### src/rtl/lipsi_mem_arbiter_if.sv
// Bus bundle between the Lipsi core, the host port and the memory macro.
interface lipsi_mem_arbiter_if #(
   parameter int ADDR_W = 9,
   parameter int DATA_W = 8
);
   logic              core_req;
   logic              core_we;
   logic [ADDR_W-1:0] core_addr;
   logic [DATA_W-1:0] core_wdata;
   logic              core_gnt;
   logic              core_rvalid;
   logic [DATA_W-1:0] core_rdata;

   logic              host_req;
   logic              host_we;
   logic [ADDR_W-1:0] host_addr;
   logic [DATA_W-1:0] host_wdata;
   logic              host_gnt;
   logic              host_rvalid;
   logic [DATA_W-1:0] host_rdata;

   logic              mem_en;
   logic              mem_we;
   logic [ADDR_W-1:0] mem_addr;
   logic [DATA_W-1:0] mem_wdata;
   logic [DATA_W-1:0] mem_rdata;

   modport slave (
      input  core_req, core_we, core_addr, core_wdata,
      input  host_req, host_we, host_addr, host_wdata,
      input  mem_rdata,
      output core_gnt, core_rvalid, core_rdata,
      output host_gnt, host_rvalid, host_rdata,
      output mem_en, mem_we, mem_addr, mem_wdata
   );

   modport master (
      output core_req, core_we, core_addr, core_wdata,
      output host_req, host_we, host_addr, host_wdata,
      output mem_rdata,
      input  core_gnt, core_rvalid, core_rdata,
      input  host_gnt, host_rvalid, host_rdata,
      input  mem_en, mem_we, mem_addr, mem_wdata
   );
endinterface

### src/rtl/lipsi_mem_arbiter.sv
// Core-priority arbiter for the shared Lipsi memory port.
// Define LIPSI_ARB_FAIR_EN to enable the host starvation counter.
module lipsi_mem_arbiter #(
   parameter int ADDR_W   = 9,
   parameter int DATA_W   = 8,
   parameter int MAX_WAIT = 4
) (
   input logic               clk,
   input logic               reset1,
   lipsi_mem_arbiter_if.slave bus
);

   if (MAX_WAIT < 1 || MAX_WAIT > 15) begin : g_bad_wait
      $error("MAX_WAIT out of range 1..15");
   end

   logic              host_win;
   logic              core_win;
   logic [1:0]        rd_owner_q;
   logic [1:0]        rd_owner_d;
   logic              mem_we_d;
   logic [ADDR_W-1:0] mem_addr_d;
   logic [DATA_W-1:0] mem_wdata_d;

`ifdef LIPSI_ARB_FAIR_EN
   localparam logic [3:0] WAIT_MAX = 4'(MAX_WAIT);

   logic [3:0] wait_cnt_q;
   logic [3:0] wait_cnt_d;

   // Host takes a contested cycle once it has lost WAIT_MAX in a row.
   always_comb begin
      host_win = bus.host_req &
                 (~bus.core_req | (wait_cnt_q == WAIT_MAX));
   end

   always_comb begin
      wait_cnt_d = wait_cnt_q;
      if (host_win) begin
         wait_cnt_d = '0;
      end else if (bus.host_req && wait_cnt_q != WAIT_MAX) begin
         wait_cnt_d = wait_cnt_q + 4'd1;
      end
   end

   always_ff @(posedge clk or negedge reset1) begin
      if (!reset1) begin
         wait_cnt_q <= '0;
      end else begin
         wait_cnt_q <= wait_cnt_d;
      end
   end
`else
   always_comb begin
      host_win = bus.host_req & ~bus.core_req;
   end
`endif

   always_comb begin
      core_win = bus.core_req & ~host_win;
   end

   always_comb begin
      mem_we_d    = 1'b0;
      mem_addr_d  = '0;
      mem_wdata_d = '0;
      unique case (1'b1)
         core_win: begin
            mem_we_d    = bus.core_we;
            mem_addr_d  = bus.core_addr;
            mem_wdata_d = bus.core_wdata;
         end
         host_win: begin
            mem_we_d    = bus.host_we;
            mem_addr_d  = bus.host_addr;
            mem_wdata_d = bus.host_wdata;
         end
         default: begin
            mem_we_d    = 1'b0;
         end
      endcase
   end

   always_comb begin
      rd_owner_d = {host_win & ~bus.host_we, core_win & ~bus.core_we};
   end

   always_ff @(posedge clk or negedge reset1) begin
      if (!reset1) begin
         rd_owner_q <= '0;
      end else begin
         rd_owner_q <= rd_owner_d;
      end
   end

   assign bus.core_gnt    = core_win;
   assign bus.host_gnt    = host_win;
   assign bus.mem_en      = core_win | host_win;
   assign bus.mem_we      = mem_we_d;
   assign bus.mem_addr    = mem_addr_d;
   assign bus.mem_wdata   = mem_wdata_d;
   assign bus.core_rvalid = rd_owner_q[0];
   assign bus.host_rvalid = rd_owner_q[1];
   assign bus.core_rdata  = bus.mem_rdata;
   assign bus.host_rdata  = bus.mem_rdata;

endmodule

### src/flat_wrapper.sv
// flat-port wrapper written by rule: the top's interface ports become plain ports
module lipsi_mem_arbiter_flat 
#(
   parameter int ADDR_W   = 9,
   parameter int DATA_W   = 8,
   parameter int MAX_WAIT = 4
)
  (clk, reset1, bus_core_req, bus_core_we, bus_core_addr, bus_core_wdata, bus_host_req, bus_host_we, bus_host_addr, bus_host_wdata, bus_mem_rdata, bus_core_gnt, bus_core_rvalid, bus_core_rdata, bus_host_gnt, bus_host_rvalid, bus_host_rdata, bus_mem_en, bus_mem_we, bus_mem_addr, bus_mem_wdata);
  lipsi_mem_arbiter_if #(.ADDR_W(ADDR_W), .DATA_W(DATA_W)) bus_i ();
  input logic clk;
  input logic reset1;
  input wire logic [$bits(bus_i.core_req)-1:0] bus_core_req;
  input wire logic [$bits(bus_i.core_we)-1:0] bus_core_we;
  input wire logic [$bits(bus_i.core_addr)-1:0] bus_core_addr;
  input wire logic [$bits(bus_i.core_wdata)-1:0] bus_core_wdata;
  input wire logic [$bits(bus_i.host_req)-1:0] bus_host_req;
  input wire logic [$bits(bus_i.host_we)-1:0] bus_host_we;
  input wire logic [$bits(bus_i.host_addr)-1:0] bus_host_addr;
  input wire logic [$bits(bus_i.host_wdata)-1:0] bus_host_wdata;
  input wire logic [$bits(bus_i.mem_rdata)-1:0] bus_mem_rdata;
  output wire logic [$bits(bus_i.core_gnt)-1:0] bus_core_gnt;
  output wire logic [$bits(bus_i.core_rvalid)-1:0] bus_core_rvalid;
  output wire logic [$bits(bus_i.core_rdata)-1:0] bus_core_rdata;
  output wire logic [$bits(bus_i.host_gnt)-1:0] bus_host_gnt;
  output wire logic [$bits(bus_i.host_rvalid)-1:0] bus_host_rvalid;
  output wire logic [$bits(bus_i.host_rdata)-1:0] bus_host_rdata;
  output wire logic [$bits(bus_i.mem_en)-1:0] bus_mem_en;
  output wire logic [$bits(bus_i.mem_we)-1:0] bus_mem_we;
  output wire logic [$bits(bus_i.mem_addr)-1:0] bus_mem_addr;
  output wire logic [$bits(bus_i.mem_wdata)-1:0] bus_mem_wdata;
  assign bus_i.core_req = bus_core_req;
  assign bus_i.core_we = bus_core_we;
  assign bus_i.core_addr = bus_core_addr;
  assign bus_i.core_wdata = bus_core_wdata;
  assign bus_i.host_req = bus_host_req;
  assign bus_i.host_we = bus_host_we;
  assign bus_i.host_addr = bus_host_addr;
  assign bus_i.host_wdata = bus_host_wdata;
  assign bus_i.mem_rdata = bus_mem_rdata;
  assign bus_core_gnt = bus_i.core_gnt;
  assign bus_core_rvalid = bus_i.core_rvalid;
  assign bus_core_rdata = bus_i.core_rdata;
  assign bus_host_gnt = bus_i.host_gnt;
  assign bus_host_rvalid = bus_i.host_rvalid;
  assign bus_host_rdata = bus_i.host_rdata;
  assign bus_mem_en = bus_i.mem_en;
  assign bus_mem_we = bus_i.mem_we;
  assign bus_mem_addr = bus_i.mem_addr;
  assign bus_mem_wdata = bus_i.mem_wdata;
  lipsi_mem_arbiter #(.ADDR_W(ADDR_W), .DATA_W(DATA_W), .MAX_WAIT(MAX_WAIT)) u_core (.clk(clk), .reset1(reset1), .bus(bus_i));
endmodule
### config.mk
export PLATFORM = sky130hd
export DESIGN_NAME = lipsi_mem_arbiter_flat
export DESIGN_NICKNAME = d
export VERILOG_FILES = /design/src/rtl/lipsi_mem_arbiter_if.sv /design/src/rtl/lipsi_mem_arbiter.sv /design/src/flat_wrapper.sv
export SDC_FILE = /design/constraint.sdc
export NUM_CORES = 1
export LEC_CHECK = 0
export CAP_MARGIN = 30
export CORE_UTILIZATION = 18
export DETAILED_ROUTE_END_ITERATION = 16
export HOLD_SLACK_MARGIN = 0.08
export PLACE_DENSITY = 0.75
export SYNTH_ARGS = -nofsm -noshare
export SYNTH_HDL_FRONTEND = slang
export SYNTH_SLANG_ARGS = --single-unit
### constraint.sdc
create_clock -name clk -period 0.93 [get_ports clk]
set_input_delay 0.186 -clock clk [delete_from_list [all_inputs] [get_ports clk]]
set_output_delay 0.186 -clock clk [all_outputs]
set_load 0.05 [all_outputs]
==> run_1/detail.png <==
Bar = 10 um. Window x 0 to 25, y 0 to 25 um. Cells in grey, sequential cells in the stronger grey; small squares are vias.
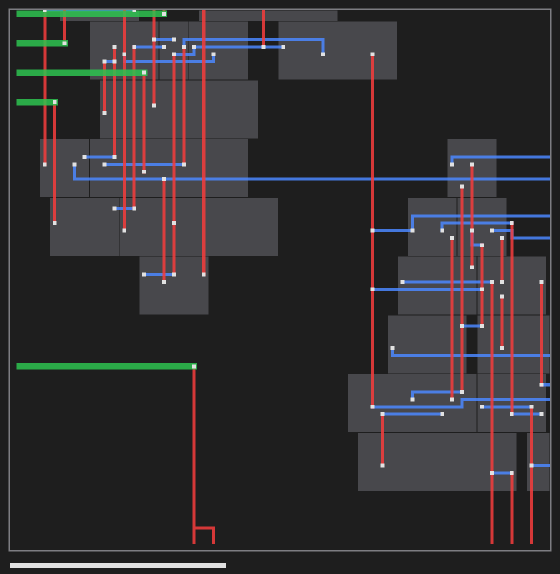
[metal 3] green
[metal 1] blue
[metal 2] red
most frequent: nand2_2 (4), buf_12 (4)
sequential cells in the window: 0
cells with their middle in the window: 19

==> run_1/layer_met3.png <==
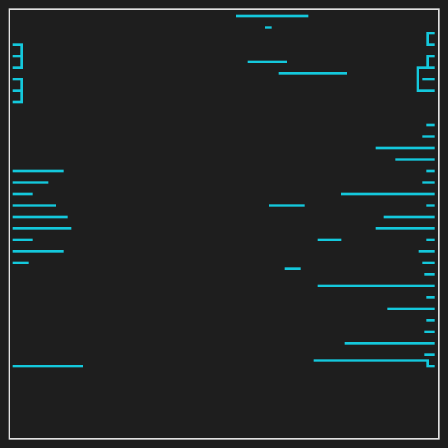
share of all routed wire: 8.9%
nets with wire on the layer: 38
longest straight run: 13.6 um
main direction: horizontal
via count of the routed design: 680
final wirelength: 2.123 mm
met3 global-route usage: 4.545%

==> design notes, run 1 <==
Looking at the post-CTS report, the setup buffer insertion count equals 0. The run gives 16.77% as the global-route usage over all layers. The data arrival time of the critical path was 0.85 ns; the longest individual stage delay on the worst path was 0.24 ns.

For the net count after synthesis, the log shows 118. Before antenna repair, the detailed router went through 2 iterations. The logs give 426.7 um^2 for the synthesized chip area reported by yosys and 70 for the cell count after synthesis. The chip occupies 2569 um^2.

In this run the mean area of a mapped cell was 6.095 um^2. After global routing the overflow that remains totals 0. The stage-log warning count works out to 29. By area the synthesized netlist is led by buf_4 28%, nand2_1 21%, o21ai_0 14%. The setup TNS after final layout was -1.214 ns. In this design, the critical path's most frequently occurring cell is buf_12. The largest registers in the layout are u_core.rd_owner_q x2.

In this run the worst hold path is classified as input port to async pin. The tools report the element type at the critical path end as an output port. The proportion of total power due to net switching was 42.20%; the yosys synthesis warning count was 0.

The final worst slack was -0.1042 ns; the starting DRC count in detailed routing was 4. For the count of placed standard cells including taps, the log shows 145. Headroom to the max-slew limit came out at 83.17%.

Setup repair after global routing could not meet its margin everywhere. Max-slew check failures listed in the final report amount to 0. For this run, the script counts the antenna cells in the layout as 0. The clock tree root driver cell was clkbuf_4. Looking at the power breakdown, the clock network takes 16.0% of the total. With the H-tree level count at 1, the sequential cell area fraction in the yosys report is 11.73%. The report lists the number of standard-cell rows as 17.

The run gives 50.69 um for the die outline height. For this run the detailed placement stage logged an HPWL of 1.609 mm. The maximum clock path buffer count was 2; the sink count of the clock tree was 2. Counting the fill cells in the layout gives 190. Entering global routing, the biggest net connects 16 pins. Once layout is complete, the utilization of the core stands at 64.93%. Max-capacitance violation count: 0. With the area inside the core boundary at 2233 um^2, the multi-input combinational cell area is 420.4 um^2. Post-detailed-route via-to-cell ratio: 4.564. Summed over all instances, the cell type with the most area after synthesis is buf_4.

The leakage component of the power was reported as 0.6587 nW. The final reports fail on setup timing. The report lists the power per cell area as 857.5 nW/um^2. Per the OpenROAD floorplan log, the width of the die is 50.69 um. The initial utilization of the core area, before any placement, comes to 19.10%. The share of total power dissipated in sequential elements is 7.6%. TritonCTS built the clock tree. The tools report the internal power summed over all cells as 0.7188 mW. The final timing report lists a hold violation count of 0.

The critical path contains buffers and inverters numbering 3 combined. The placement report lists the number of port buffers as 62. The synthesized netlist contains 9 unique library cells. Number of top-level pins: 87. After clock tree synthesis, the clock-pin slew on the worst setup and hold paths is 0.03 ns.

The post-layout period usage of the worst path was 111.2%. The most repeated cell in the gate-level netlist after synthesis is nand2_1. Of all flip-flops after synthesis, the portion carrying an async set or reset was 100.0%. The run gives 0.5247 mW as the switching power. Register with the most flip-flops: u_core.rd_owner_q. The slowest stage of the critical path is the nor2b_4 cell.

For reference, the critical path cell chain is buf_12 > nor2b_4 > buf_4 > buf_12. The commonest cells after synthesis are 24 x nand2_1, 16 x buf_4, 12 x o21ai_0. The number of antenna violations at the first check in global routing was 0; the fraction of layout cells with a size suffix above 1 was 61.16%.

The share of total power dissipated in combinational logic is 76.4%. The run gives 0.1194 ns for the final-layout worst hold slack. With the total power consumption of the routed design at 1.244 mW, the fmax is 967.0 MHz.

The final weighted congestion recorded by global placement is 0.6013. The synthesized netlist occupies a cell area of 426.7 um^2. The number of nets at the end of the flow is 171, and the slew at the pin closest to its max-slew limit is 0.2519 ns. The run gives 565.9 uV as the worst ir drop on vdd. The synthesized netlist was found by Yosys to have 70 cells.

STA classifies the critical path startpoint as an input port. Of all nets on the critical path, the largest fanout is 7. The worst path in the final design needs a cycle of 1.034 ns, including I/O delays and setup.

The tools report the total setup violations reported at the end of the flow as 22. The synthesis report names the predominant flop master as dfrtp_1. The run finished, with violations left.

In this run, CTS created clock tree buffers numbering 3. The sequential cells in the finished layout cover a total of 50.05 um^2. With the area overhead of the layout relative to synthesis at 239.9%, the number of buffers inserted for hold repair after clock tree synthesis is 0. The required time reported for the critical path endpoint was 0.74 ns. The run gives 710 for the number of global-route vias before repair. The family of cells with the greatest summed delay on the critical path is buffers and inverters. The first global-routing pass estimated 3.174 mm of wire. Once synthesis finished, the tally of register bits stood at 2. Post-detailed-route count of antenna-violating nets: 0.

The worst setup path is of the input port to output port kind. Counting flops with a built-in enable in the synthesized netlist gives 0. The remaining design rule violation count came out at 0. After synthesis, the largest area contributor takes up 28.15% of total cell area. Number of flip-flops in the largest register: 2.
==> run_1/logic_types.png <==
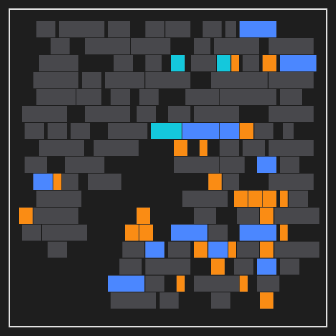
[nand cells] orange | cells: 24
[nor cells] cyan | cells: 3
[aoi and oai cells] blue | cells: 12
final standard cell count with taps included and fillers excluded: 149
share of cell area taken by multi-input logic gates: 28.99%
commonest non-fill, non-tap cell in the layout: buf_12

==> run_1/congestion.png <==
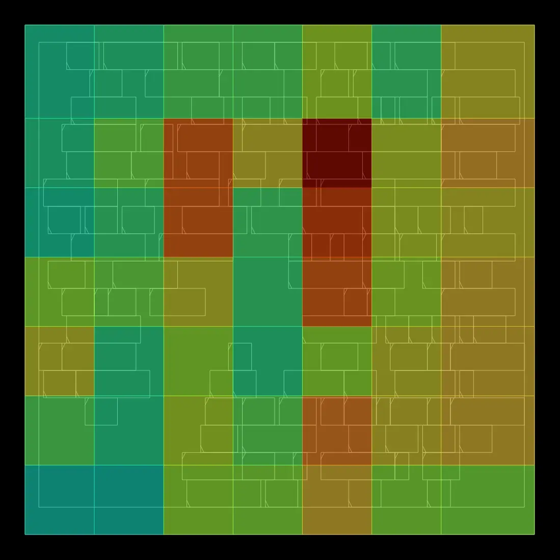
average wire per standard cell: 14.25 um
global-route track usage on met1: 15.00%
met2 GRT Util: 32.00%
global-route layer with the greatest usage: met2

-- run 1: path summary, 6_finish.rpt --
| kind | start | endpoint | depth (start not counted) |
|---|---|---|---|
| max | bus_core_req | bus_host_gnt | 4 |
| max in group asynchronous | reset1 | u_core.rd_owner_q[1] | 1 |
| min | reset1 | u_core.rd_owner_q[0] | 1 |
| min in group clk | bus_host_we | u_core.rd_owner_q[1] | 2 |
-- run 1: logic make-up (layout without fill, tap and decap cells) --
| family | after synthesis | after routing | share of synthesized area (%) |
|---|---|---|---|
| flip-flops | 2 | 2 | 11.73 |
| buffers and inverters | 22 | 73 | 34.90 |
| AND-OR/OR-AND | 18 | 18 | 26.39 |
| AND/OR/NAND/NOR | 28 | 28 | 26.98 |
-- run 1: final cells by class --
cell class / count / area share (%)
flip-flops and latches: 2 / 3.451
clock buffers: 3 / 1.553
well taps: 28 / 2.416
multi-input cells: 46 / 28.99
repair buffers: 70 / 63.59
-- run 1: metal layers --
| metal | global-route usage (%) | vias to the layer above | share of wire [%] |
|---|---|---|---|
| met2 | 32.00 | 41 | 58 |
| met5 | 0 | - | 0 |
| met1 | 15.00 | 313 | 29 |
| li1 | - | 317 | - |
| met3 | 4.545 | 9 | 8.9 |
| met4 | 11.57 | 0 | 3.5 |
-- run 1: power by group through the flow --
| stage | logic, mW | registers (mW) | clock network (mW) |
|---|---|---|---|
| finish | 0.950 | 0.0948 | 0.198 |
| global route | 0.988 | 0.0953 | 0.208 |
| detailed placement | 0.924 | 0.0958 | 0 |
| CTS | 0.925 | 0.0948 | 0.202 |
| global placement | 0.911 | 0.0956 | 0 |
| floorplan | 0.577 | 0.108 | 0 |
-- run 1: timing repair --
| item | CTS | global route |
|---|---|---|
| endpoints found under the setup margin | 23 | 22 |
| pin swaps | 29 | 10 |
| gates resized | 83 | 12 |
| cloned | 1 | 0 |
-- run 1: placed cells by master, fill, tap and decap left out --
cell,instances
o21ai_2,6
dfrtp_1,2
a22o_4,6
nand2_2,16
buf_4,2
nand2_1,8
buf_6,4
o21ai_4,6
or2_4,1
clkdlybuf4s15_1,11
dlygate4sd2_1,23
buf_12,25
nor2b_4,1
clkbuf_2,1
clkdlybuf4s50_1,1
buf_8,2
clkbuf_4,3
buf_2,1
nor2b_1,2
-- run 1: stage by stage --
step | area (um^2) | setup WS, ns
global route | 1450 | -0.1458
floorplan | 541.8 | -0.1151
CTS | 1399 | -0.1146
global placement | 1316 | -0.5257
detailed placement | 1316 | -0.5466
finish | 1450 | -0.1042
==> run_1/io_fan.png <==
Bar = 20 um.
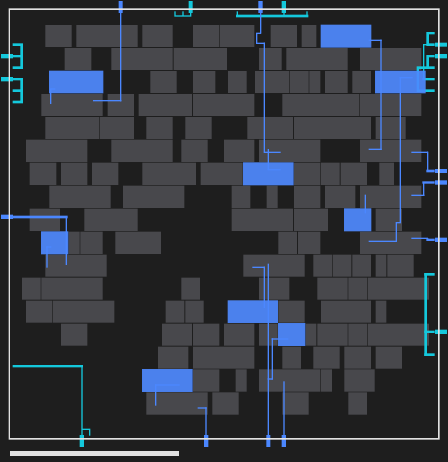

--- run 2 (diff from run 1) ---
- SETUP_SLACK_MARGIN: not set -> 0.05
==> run_2/io_fan.png <==
Bar = 20 um.
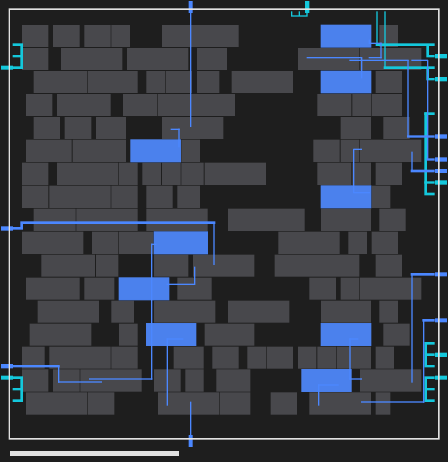
[`bus_mem_addr`] blue | bits: 9 | direction: output | end cells: 9 | buffers: 9 | wire: 205 um
[`bus_host_rdata`] cyan | bits: 8 | direction: output | end cells: 0 | buffers: 0 | wire: 64.4 um
# IOs: 87
number of buffers added on ports: 62

==> run_2/detail.png <==
Bar = 10 um. Window x 0 to 25, y 0 to 25 um. Cells in grey, sequential cells in the stronger grey; small squares are vias.
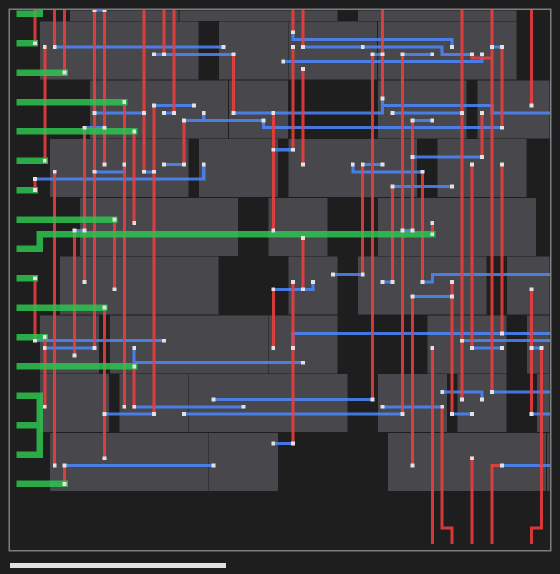
[metal 3] green
[metal 1] blue
[metal 2] red
cells with their middle in the window: 29
most frequent: buf_12 (8), dlygate4sd2_1 (5)
sequential cells in the window: 0

==> run 2 against run 1 <==
The run still ends with setup timing left. Non-clock buffer count up 1. Via count decreased by 0.29%. Global-route usage is 0.80 points lower. Sequential power about the same. Power grew 5.4%. Fmax shrank 2.5%. Critical endpoint is now bus_mem_addr[8]. Setup slack worse by 0.026 ns. Combinational power is 7% higher. Cell area up 9.3%. Utilization is 6.1 points higher. First-iteration DRC count is 25% lower. Clock power about the same.
==> design notes, run 2 <==
The flow ran to the end, but the final reports show violations. The checks that failed: setup timing. Entering global routing, the biggest net connects 14 pins. The tools report the post-CTS setup buffer count as 0. The most repeated cell in the gate-level netlist after synthesis is nand2_1. Post-layout instance area: 1585 um^2. Endpoints failing hold in the final report were tallied at 0. The largest registers in the layout are u_core.rd_owner_q x2. Total number of vias: 678. The tools report the area inside the core boundary as 2233 um^2. The prevailing post-synth register cell was dfrtp_1.

The post-detailed-route wirelength per cell is 13.70 um, and the number of nets at the end of the flow is 172. Counting every instance in the synthesized netlist gives 70. The run gives 0 for the post-detailed-route count of antenna-violating nets. Sink count of the clock tree: 2. For the post-place setup slack, the log shows -0.6078 ns. The fraction of registers with async set/reset works out to 100.0%. Per the OpenROAD power report, leakage power amounts to 0.7206 nW. Worst ir drop on vdd: 582.6 uV. Sum of net half-perimeters after detailed placement: 1.589 mm. After synthesis, the design contains 70 cells according to Yosys. Element type at the critical path end: an output port. Across the run, the number of max-cap violations was 0. The OpenROAD report gives the critical path a data arrival time of 0.87 ns. The number of nets handed over by synthesis was 118. Setup repair after global routing could not meet its margin everywhere. The synthesis run shows the most used standard cells to be 24 x nand2_1, 16 x buf_4, 12 x o21ai_0. Wires add up to 2.055 mm. The number of antenna violations at the first check in global routing was 0; the utilization of the core after routing was 70.98%. Based on the critical path, the design can be clocked at up to 943.2 MHz. Leading area contributor after synthesis: buf_4. The post-synthesis sequential element count works out to 2. The report lists the number of standard-cell rows as 17.

On the reported timing paths, the clock transition at the registers reads 0.03 ns. The placement stage leaves a total instance area of 1454 um^2. The final number of max-transition violations was 0.

In this run the power density over the cells is 826.7 nW/um^2. The synthesized netlist occupies a cell area of 426.7 um^2. The global-route usage over all layers came out at 15.97%. The synthesized design contains 0 enable-type register cells. The type of origin of the critical path was an input port. The average instance in the mapped netlist occupies 6.095 um^2.

The number of different library cells used by synthesis comes to 9. In this run the vertical extent of the chip is 50.69 um. The run gives 2569 um^2 as the chip area.

For the final-layout worst hold slack, the log shows 0.1243 ns. Class of the most critical setup path: input port to output port. The run gives 0 as the antenna diode count.

Stage-log warning count: 29. The final critical path takes up 114.0% of the cycle. The tree is rooted in a clkbuf_4. Per the finish-stage timing summary, setup violations number 22. Yosys reports that the leading cell type by area covers 28.15% of the netlist area. After layout, the minimum clock period comes to 1.060 ns.

The post-detailed-route via-to-cell ratio is 4.520. Most numerous logic cell after layout: dlygate4sd2_1. Ranking logic cells in the layout by count gives the top entries 29 x dlygate4sd2_1, 26 x buf_12, 18 x nand2_2. Before placement the cells fill 19.10% of the core. TritonCTS built the clock tree. The synthesis report lists the most area-consuming cells as buf_4 28%, nand2_1 21%, o21ai_0 14%. The report shows a maximum critical-path fanout of 8. The fraction of layout cells with a size suffix above 1 works out to 67.21%. The number of buffers created by CTS came out at 3. The H-tree level count came out at 1. With the number of global-route vias before repair at 747, the area overhead of the layout relative to synthesis is 271.6%.

The final worst slack came out at -0.1303 ns. With the final global-route overflow total at 0, the setup TNS after final layout is -1.514 ns. For this run, the detailed router's first-pass iteration total came to 2. The DRC violation total left in the routed layout is recorded as 0.

The synthesized chip area reported by yosys came out at 426.7 um^2. The first global-routing pass estimated 3.167 mm of wire. The sequential cell area fraction in the yosys report was 11.73%; the routability congestion estimate from global placement was 0.6688. The relative slew slack was 81.67%. The chip width is 50.69 um, and the required time reported for the critical path endpoint is 0.74 ns. The maximum clock path buffer count was 2. The register with the most flip-flops in the layout has 2 of them.

Counting flops per register, the top entry is u_core.rd_owner_q. The yosys synthesis warning count is 0, and the slew at the pin closest to its max-slew limit is 0.2744 ns. STA reports the tightest min-delay check as being of type input port to async pin. The starting DRC count in detailed routing is 3.
## run 2: cells by family after synthesis
group / count (synthesis) / share of synthesized area (%)
and+or+nand+nor: 28 / 26.98
buffers and inverters: 22 / 34.90
AOI/OAI and AO/OA: 18 / 26.39
DFF: 2 / 11.73
## run 2: critical path, cell delays in order
cell	delay [ns]
buf_12	0.12
nor2b_4	0.26
a22o_4	0.18
buf_12	0.13
## run 2: worst max path at each step
stage / start / end / slack, ns
final: bus_core_req / bus_mem_addr[8] / -0.13
after global routing: bus_core_req / bus_mem_addr[8] / -0.16
after CTS: bus_core_req / bus_mem_addr[8] / -0.14
after detailed placement: bus_host_req / bus_mem_addr[8] / -0.61
after global placement: bus_host_req / bus_mem_addr[8] / -0.56
after floorplan: bus_host_req / bus_mem_addr[8] / 0.01
## run 2: where the power goes
group / switching (mW) / total (mW) / internal, mW
clock: 0.0530 / 0.196 / 0.143
combinational: 0.499 / 1.02 / 0.521
sequential: 0.00321 / 0.0948 / 0.0915
total: 0.555 / 1.31 / 0.755
## run 2: layout make-up
class                      instances  area, um^2
tap                               28       35.03
timing repair buffer              71       962.2
sequential                         2       50.05
multi-input combinational         46       515.5
clock buffer                       3       22.52
fill                             182       648.1
## run 2: layer usage
layer	GRT usage, %	routed length (um)
met1	16.46	642
met5	0	0
met2	30.89	1128
met4	2.778	8
met3	5.455	276
## run 2: through the flow
stage / instances / power, mW
4_1_cts: 149 / 1.300
2_1_floorplan: 70 / 0.7578
6_report: 150 / 1.311
5_1_grt: 150 / 1.371
3_3_place_gp: 145 / 1.084
3_5_place_dp: 145 / 1.098
## run 2: what timing repair did
action | in CTS | in global routing
pin swaps | 29 | 11
gates cloned | 1 | 1
resized | 67 | 13
hold buffers | 0 | 0
setup endpoints to repair | 24 | 23
Power figures rest on the tool's default switching activity, not on a simulated workload.
